File: config.mk
export PLATFORM = sky130hd
export DESIGN_NAME = pipeline_ctrl
export DESIGN_NICKNAME = d
export VERILOG_FILES = /design/src/rtl/cpu_types_pkg.sv /design/src/rtl/pipe_hazard_detect.sv /design/src/rtl/pipeline_ctrl.sv
export SDC_FILE = /design/constraint.sdc
export NUM_CORES = 1
export LEC_CHECK = 0
export CAP_MARGIN = 10
export CORE_AREA = 3 3 40 42
export CTS_CLUSTER_SIZE = 40
export DETAILED_ROUTE_END_ITERATION = 8
export DIE_AREA = 0 0 43 45
export PLACE_DENSITY = 0.73
export SLEW_MARGIN = 15
export SYNTH_ARGS = -nofsm -noshare
export SYNTH_HDL_FRONTEND = slang
export SYNTH_SLANG_ARGS = --single-unit
File: constraint.sdc
create_clock -name CLK -period 3.55 [get_ports CLK]
set_input_delay 0.71 -clock CLK [delete_from_list [all_inputs] [get_ports CLK]]
set_output_delay 0.71 -clock CLK [all_outputs]
set_load 0.005 [all_outputs]
File: src/rtl/cpu_types_pkg.sv
// Shared CPU types: register index, pipeline-controller state and stage control vectors.
// front_ctrl() encodes the redirect / load-use / icache-miss priority for the front stages.
package cpu_types_pkg;

  typedef logic [4:0] regbits_t;

  typedef enum logic [1:0] {RUN, DWAIT, HALT} pipe_state_t;

  typedef struct packed {
    logic pc;
    logic ifid;
    logic idex;
    logic exmem;
    logic memwb;
  } stage_en_t;

  typedef struct packed {
    logic ifid;
    logic idex;
    logic exmem;
    logic memwb;
  } stage_flush_t;

  typedef struct packed {
    stage_en_t    en;
    stage_flush_t fl;
  } stage_ctrl_t;

  // Control for a cycle in which the MEM stage is free to advance.
  function automatic stage_ctrl_t front_ctrl(input logic redirect, input logic load_use,
                                             input logic ihit);
    stage_ctrl_t c;
    c.en = '1;
    c.fl = '0;
    if (redirect) begin
      // Squash everything younger than the resolving branch; PC takes the target.
      c.fl.ifid  = 1'b1;
      c.fl.idex  = 1'b1;
      c.fl.exmem = 1'b1;
    end else if (load_use) begin
      c.en.pc   = 1'b0;
      c.en.ifid = 1'b0;
      c.en.idex = 1'b0;
      c.fl.idex = 1'b1;
    end else if (!ihit) begin
      c.en.pc   = 1'b0;
      c.en.ifid = 1'b0;
      c.fl.ifid = 1'b1;
    end
    return c;
  endfunction

endpackage

File: src/rtl/pipe_hazard_detect.sv
// Load-use hazard compare: load in EX whose destination is a source of the instruction in ID.
module pipe_hazard_detect #(
  parameter int unsigned REG_W = 5
) (
  input  logic             idex_dMemREN,
  input  logic [REG_W-1:0] idex_rt,
  input  logic [REG_W-1:0] ifid_rs,
  input  logic [REG_W-1:0] ifid_rt,
  output logic             load_use
);

  // r0 is hard-wired zero, so a load targeting it never creates a dependency.
  assign load_use = idex_dMemREN && (idex_rt != '0) &&
                    ((idex_rt == ifid_rs) || (idex_rt == ifid_rt));

endmodule

File: src/rtl/pipeline_ctrl.sv
// Stall/flush sequencer for the 5-stage pipeline (RUN / DWAIT / HALT).
// Optional perf counters stall_cnt/flush_cnt are built when PIPE_CTRL_PERF_EN is defined.
module pipeline_ctrl
  import cpu_types_pkg::*;
#(
  parameter int unsigned REG_W = 5
`ifdef PIPE_CTRL_PERF_EN
  , parameter int unsigned CNT_W = 32
`endif
) (
  input  logic             CLK,
  input  logic             RST,
  input  logic             ihit,
  input  logic             dhit,
  input  logic             mem_req,
  input  logic             idex_dMemREN,
  input  logic [REG_W-1:0] idex_rt,
  input  logic [REG_W-1:0] ifid_rs,
  input  logic [REG_W-1:0] ifid_rt,
  input  logic             redirect_mem,
  input  logic             halt_wb,
  output logic             pc_en,
  output logic             ifid_en,
  output logic             idex_en,
  output logic             exmem_en,
  output logic             memwb_en,
  output logic             ifid_flush,
  output logic             idex_flush,
  output logic             exmem_flush,
  output logic             memwb_flush,
  output logic             halt
`ifdef PIPE_CTRL_PERF_EN
  , output logic [CNT_W-1:0] stall_cnt
  , output logic [CNT_W-1:0] flush_cnt
`endif
);

  pipe_state_t  state_q, state_d;
  stage_ctrl_t  front;
  stage_en_t    en;
  stage_flush_t fl;
  logic         load_use;
  logic         redirect_taken;

  pipe_hazard_detect #(
    .REG_W(REG_W)
  ) u_hazard (
    .idex_dMemREN(idex_dMemREN),
    .idex_rt     (idex_rt),
    .ifid_rs     (ifid_rs),
    .ifid_rt     (ifid_rt),
    .load_use    (load_use)
  );

  always_comb begin
    front          = front_ctrl(redirect_mem, load_use, ihit);
    en             = '0;
    fl             = '0;
    state_d        = state_q;
    redirect_taken = 1'b0;
    if (RST) begin
      fl      = '1;
      state_d = RUN;
    end else begin
      unique case (state_q)
        RUN: begin
          if (halt_wb) begin
            state_d = HALT;
          end else if (mem_req && !dhit) begin
            fl.memwb = 1'b1;
            state_d  = DWAIT;
          end else begin
            en             = front.en;
            fl             = front.fl;
            redirect_taken = redirect_mem;
          end
        end
        DWAIT: begin
          // Upstream inputs are held by the freeze, so they are re-evaluated on dhit.
          if (!dhit) begin
            fl.memwb = 1'b1;
          end else begin
            en             = front.en;
            fl             = front.fl;
            redirect_taken = redirect_mem;
            state_d        = RUN;
          end
        end
        HALT: ;
        default: state_d = RUN;
      endcase
    end
  end

  always_ff @(posedge CLK) begin
    if (RST) state_q <= RUN;
    else     state_q <= state_d;
  end

  assign pc_en       = en.pc;
  assign ifid_en     = en.ifid;
  assign idex_en     = en.idex;
  assign exmem_en    = en.exmem;
  assign memwb_en    = en.memwb;
  assign ifid_flush  = fl.ifid;
  assign idex_flush  = fl.idex;
  assign exmem_flush = fl.exmem;
  assign memwb_flush = fl.memwb;
  assign halt        = (state_q == HALT) && !RST;

`ifdef PIPE_CTRL_PERF_EN
  logic             stall_inc;
  logic [CNT_W-1:0] stall_q, flush_q;

  assign stall_inc = !RST && (state_q != HALT) && !en.pc;

  always_ff @(posedge CLK) begin
    if (RST) begin
      stall_q <= '0;
      flush_q <= '0;
    end else begin
      if (stall_inc && (stall_q != '1))      stall_q <= stall_q + 1'b1;
      if (redirect_taken && (flush_q != '1)) flush_q <= flush_q + 1'b1;
    end
  end

  assign stall_cnt = stall_q;
  assign flush_cnt = flush_q;
`else
  logic unused_redirect_taken;
  assign unused_redirect_taken = redirect_taken;
`endif

endmodule

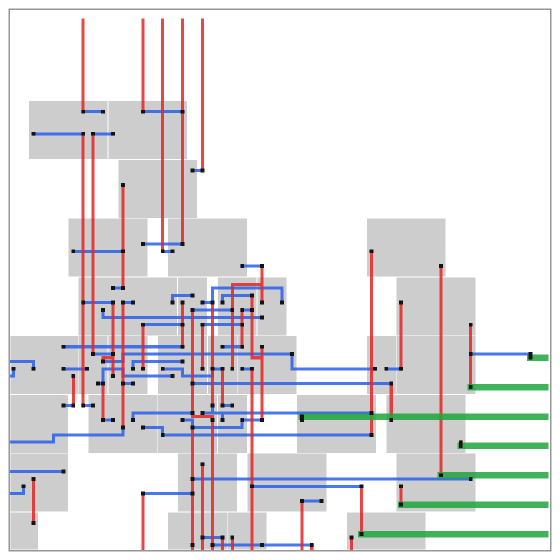
(run_1/zoom.png)
Window x 18 to 43, y 20 to 45 um. Cells in grey, sequential cells in the stronger grey; small squares are vias.
- green: met3
- red: met2
- blue: met1
- most frequent: clkdlybuf4s50_1 (14), nor2_1 (3), inv_1 (2)
- sequential cells in the window: 0
- cells with their middle in the window: 32

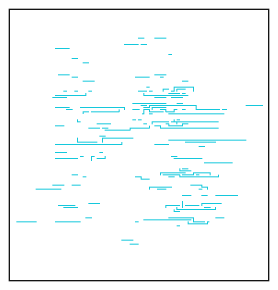
(run_1/met1.png)
Scale: 6 px per um.
- nets with wire on the layer: 78
- main direction: horizontal
Via Count: 429
global routing usage on met1: 10.3%
routed wire length: 938 um

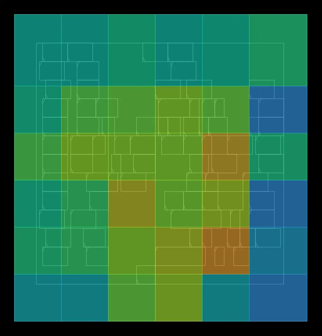
(run_1/final_congestion.png)
GRT Max-Usage Layer: met2
Global Route Usage Sum: 10.6%
wire per inst: 9.87 um
routing usage on met3: 4.38%

==> run_results.csv, run 1 <==
group,metric,value,unit
cells_and_area,diodes,0,
critical_path,reg2regPathDepth,2,
critical_path,crit_chain,"clkdlybuf4s50_1 > or4_1 > o21ai_2 > nor2_1 > a211oi_2 > clkdlybuf4s50_1",
die,ios,33,
critical_path,cp.arrival,2.72,ns
pwr,pg_comb,0.0741,mW
hold_path,holdPathEnd,"state_q[1]$_SDFFE_PP0P_",
global_route,grt_max_degree,9,
critical_path,crit-reg2reg-launch,"state_q[0]$_SDFFE_PP0P_",
cells_and_area,buffer_area_share,49.2,%
critical_path,crit_start,"idex_rt[2]",
die,core-area,1280,um^2
logic_synthesis,ys_chip_area,320,um^2
sta,finalHoldViolations,0,
cts,cts_setup_buffers,0,
sta,whs,0.495,ns
cells_and_area,buffers,34,
cells_and_area,regMostFlops,"state_q",
cells_and_area,largestClassByArea,"non-clock buffers",
cells_and_area,finalNonFillerCells,95,
die,die_height,45,um
logic_synthesis,xor_share,27.3,%
cells_and_area,flops,2,
outcome,status,"completed",
critical_path,crit_path_end_kind,"output port",
cells_and_area,comb-cell-share,37.8,%
die,fp-row-count,13,
logic_synthesis,synth.logic.top_family,"simple AND/OR/NAND/NOR gates",
hold_path,hold_path_depth,1,
cts,cts-hold-fix-buffers,0,
route,drtPass1Iterations,1,
cells_and_area,layout.nets,105,
cells_and_area,utilization,53.1,%
critical_path,ff2ff_setup_slack,2.81,ns
critical_path,crit_path_end,"ifid_en",
cells_and_area,reg.largest.list,"state_q: 2 flops",
logic_synthesis,async_reset_ff_share,0,%
logic_synthesis,yosysTopAreaCellShare,27.3,%
cells_and_area,final_cell_mix,"clkdlybuf4s50_1 (32), xnor2_1 (10), nor2_1 (6), nand2_1 (3), clkbuf_4 (3)",
critical_path,crit_top_cell,"clkdlybuf4s50_1",
logic_synthesis,ys_seq_share,12.5,%
die,tap_cells,15,
cells_and_area,comb_cells,39,
pwr,swShare,25.4,%
logic_synthesis,flop_cell,"dfxtp_1",
cells_and_area,n_all_inverters,2,
## Run 2: what changed since run 1
- SETUP_SLACK_MARGIN: not set -> 0.3
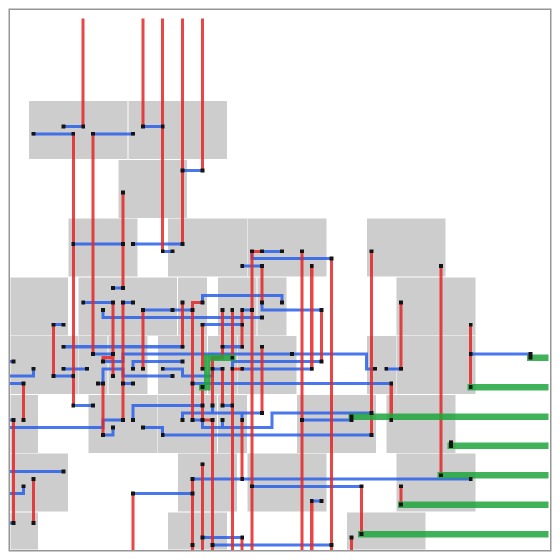
(run_2/zoom.png)
Window x 18 to 43, y 20 to 45 um. Cells in grey, sequential cells in the stronger grey; small squares are vias.
- blue: met1
- red: met2
- green: met3
- most frequent: clkdlybuf4s50_1 (9), nor2_1 (3), dlygate4sd2_1 (3)
- cells with their middle in the window: 32
- sequential cells in the window: 0

==> run 2 against run 1 <==
  * Register-to-register slack about the same
  * First-iteration DRC count increased by 6
  * Combinational power decreased by 0.5%
  * Non-clock buffer count unchanged
  * Utilization increased by 1.3 points
  * Wire length increased by 9.0%
  * Fmax increased by 11%
  * Final cell count unchanged
  * Via count increased by 1.4%
  * Total power about the same
==> run_results.csv, run 2 <==
group,metric,value,unit
cells_and_area,n_all_inverters,2,
critical_path,crit_top_cell,"clkdlybuf4s50_1",
logic_synthesis,synth.logic.top_family,"simple AND/OR/NAND/NOR gates",
cells_and_area,final_cell_mix,"clkdlybuf4s50_1 (24), xnor2_1 (10), nor2_1 (6), dlygate4sd2_1 (5)",
logic_synthesis,yosysTopAreaCellShare,27.3,%
logic_synthesis,ys_seq_share,12.5,%
route,via_count,435,
cts,cts_setup_buffers,0,
logic_synthesis,ys_chip_area,320,um^2
pwr,pg_comb,0.0737,mW
critical_path,ff2ff_setup_slack,2.81,ns
critical_path,crit_path_end_kind,"output port",
route,routed_wl,1.02,mm
route,drtPass1Iterations,2,
cells_and_area,finalNonFillerCells,95,
die,ios,33,
logic_synthesis,flop_cell,"dfxtp_1",
global_route,grtUsageMet1,10.5,%
critical_path,crit_chain,"clkdlybuf4s50_1 > nor2b_1 > nor3_2 > or2b_1 > inv_1 > clkdlybuf4s50_1",
die,core-area,1280,um^2
hold_path,hold_path_depth,1,
cells_and_area,comb_cells,39,
global_route,grt_busiest_layer,"met2",
sta,finalHoldViolations,0,
critical_path,crit-reg2reg-launch,"state_q[0]$_SDFFE_PP0P_",
outcome,status,"completed",
sta,finalClockPeriodUsage,86.9,%
cells_and_area,utilization,54.3,%
logic_synthesis,xor_share,27.3,%
critical_path,crit_start,"halt_wb",
cells_and_area,layout.nets,105,
die,tap_cells,15,
cells_and_area,buffer_area_share,48.2,%
die,fp-row-count,13,
global_route,grt_use_total,10.7,%
cells_and_area,buffers,34,
die,die_height,45,um
pwr,swShare,26.7,%
sta,whs,0.496,ns
global_route,grt_max_degree,9,
global_route,met2_usage,17.7,%
critical_path,reg2regPathDepth,2,
logic_synthesis,async_reset_ff_share,0,%
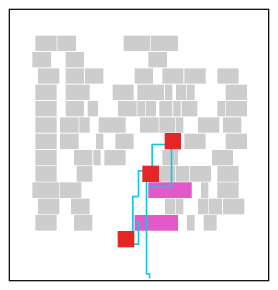
(run_2/clock_map.png)
Scale: 6 px per um.
- red: cells driving clock nets (count 3)
- magenta: flip-flops (count 2)
- cyan: clock wires (length 59.5 um)
- routed clock nets: 4
Clk pwr share: 33.4%
clk_skew: 0.00419 ns
later-pin clock latency in the skew report: 0.22 ns

## Run 3: what changed since run 2
- HOLD_SLACK_MARGIN: not set -> 0.12
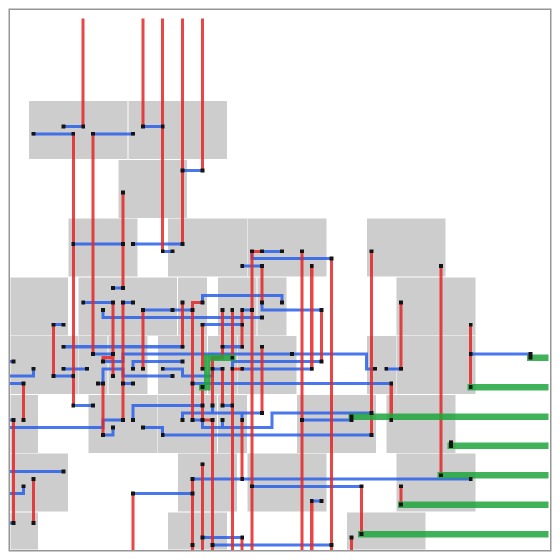
(run_3/zoom.png)
Window x 18 to 43, y 20 to 45 um. Cells in grey, sequential cells in the stronger grey; small squares are vias.
- green: met3
- blue: met1
- red: met2
- most frequent: clkdlybuf4s50_1 (9), nor2_1 (3), dlygate4sd2_1 (3)
- cells with their middle in the window: 32
- sequential cells in the window: 0

==> run 3 against run 2 <==
  * Sequential power is essentially flat
  * Die size stayed put
  * Wire length unchanged
  * Combinational power hardly changed
  * Clock power is essentially flat
  * Critical path type unchanged
  * Critical endpoint unchanged
==> run_results.csv, run 3 <==
group,metric,value,unit
cells_and_area,buffers,34,
logic_synthesis,ys_seq_share,12.5,%
cells_and_area,utilization,54.3,%
route,wl_per_cell,10.8,um
cells_and_area,buffer_area_share,48.2,%
cells_and_area,diodes,0,
die,core-area,1280,um^2
critical_path,crit-reg2reg-launch,"state_q[0]$_SDFFE_PP0P_",
critical_path,crit_top_cell,"clkdlybuf4s50_1",
cts,clkLatencyLatePin,0.22,ns
route,drtPass1Iterations,2,
die,ios,33,
cells_and_area,reg.largest.list,"state_q: 2 flops",
die,tap_cells,15,
logic_synthesis,xor_share,27.3,%
global_route,met3_usage,4.38,%
pwr,clockPowerShare,33.4,%
cts,cts-hold-fix-buffers,0,
logic_synthesis,yosysTopAreaCellShare,27.3,%
logic_synthesis,async_reset_ff_share,0,%
global_route,grt_busiest_layer,"met2",
critical_path,crit_path_end_kind,"output port",
outcome,status,"completed",
critical_path,crit_path_end,"exmem_en",
route,via_count,435,
sta,whs,0.496,ns
logic_synthesis,ys_chip_area,320,um^2
pwr,swShare,26.7,%
cells_and_area,largestClassByArea,"non-clock buffers",
critical_path,reg2regPathDepth,2,
sta,clock-skew-final,0.00419,ns
critical_path,ff2ff_setup_slack,2.81,ns
cells_and_area,layout.nets,105,
cells_and_area,finalNonFillerCells,95,
route,routed_wl,1.02,mm
sta,finalHoldViolations,0,
cts,cts_setup_buffers,0,
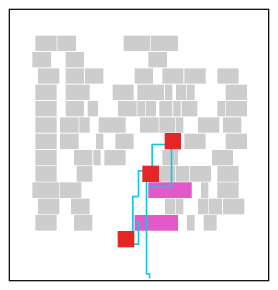
(run_3/clock_map.png)
Scale: 6 px per um.
- cyan: clock wires (length 59.5 um)
- red: cells driving clock nets (count 3)
- magenta: flip-flops (count 2)
- routed clock nets: 4
power in the clock group: 0.0497 mW

No activity file was given, so power comes from the tool's default toggle rates.
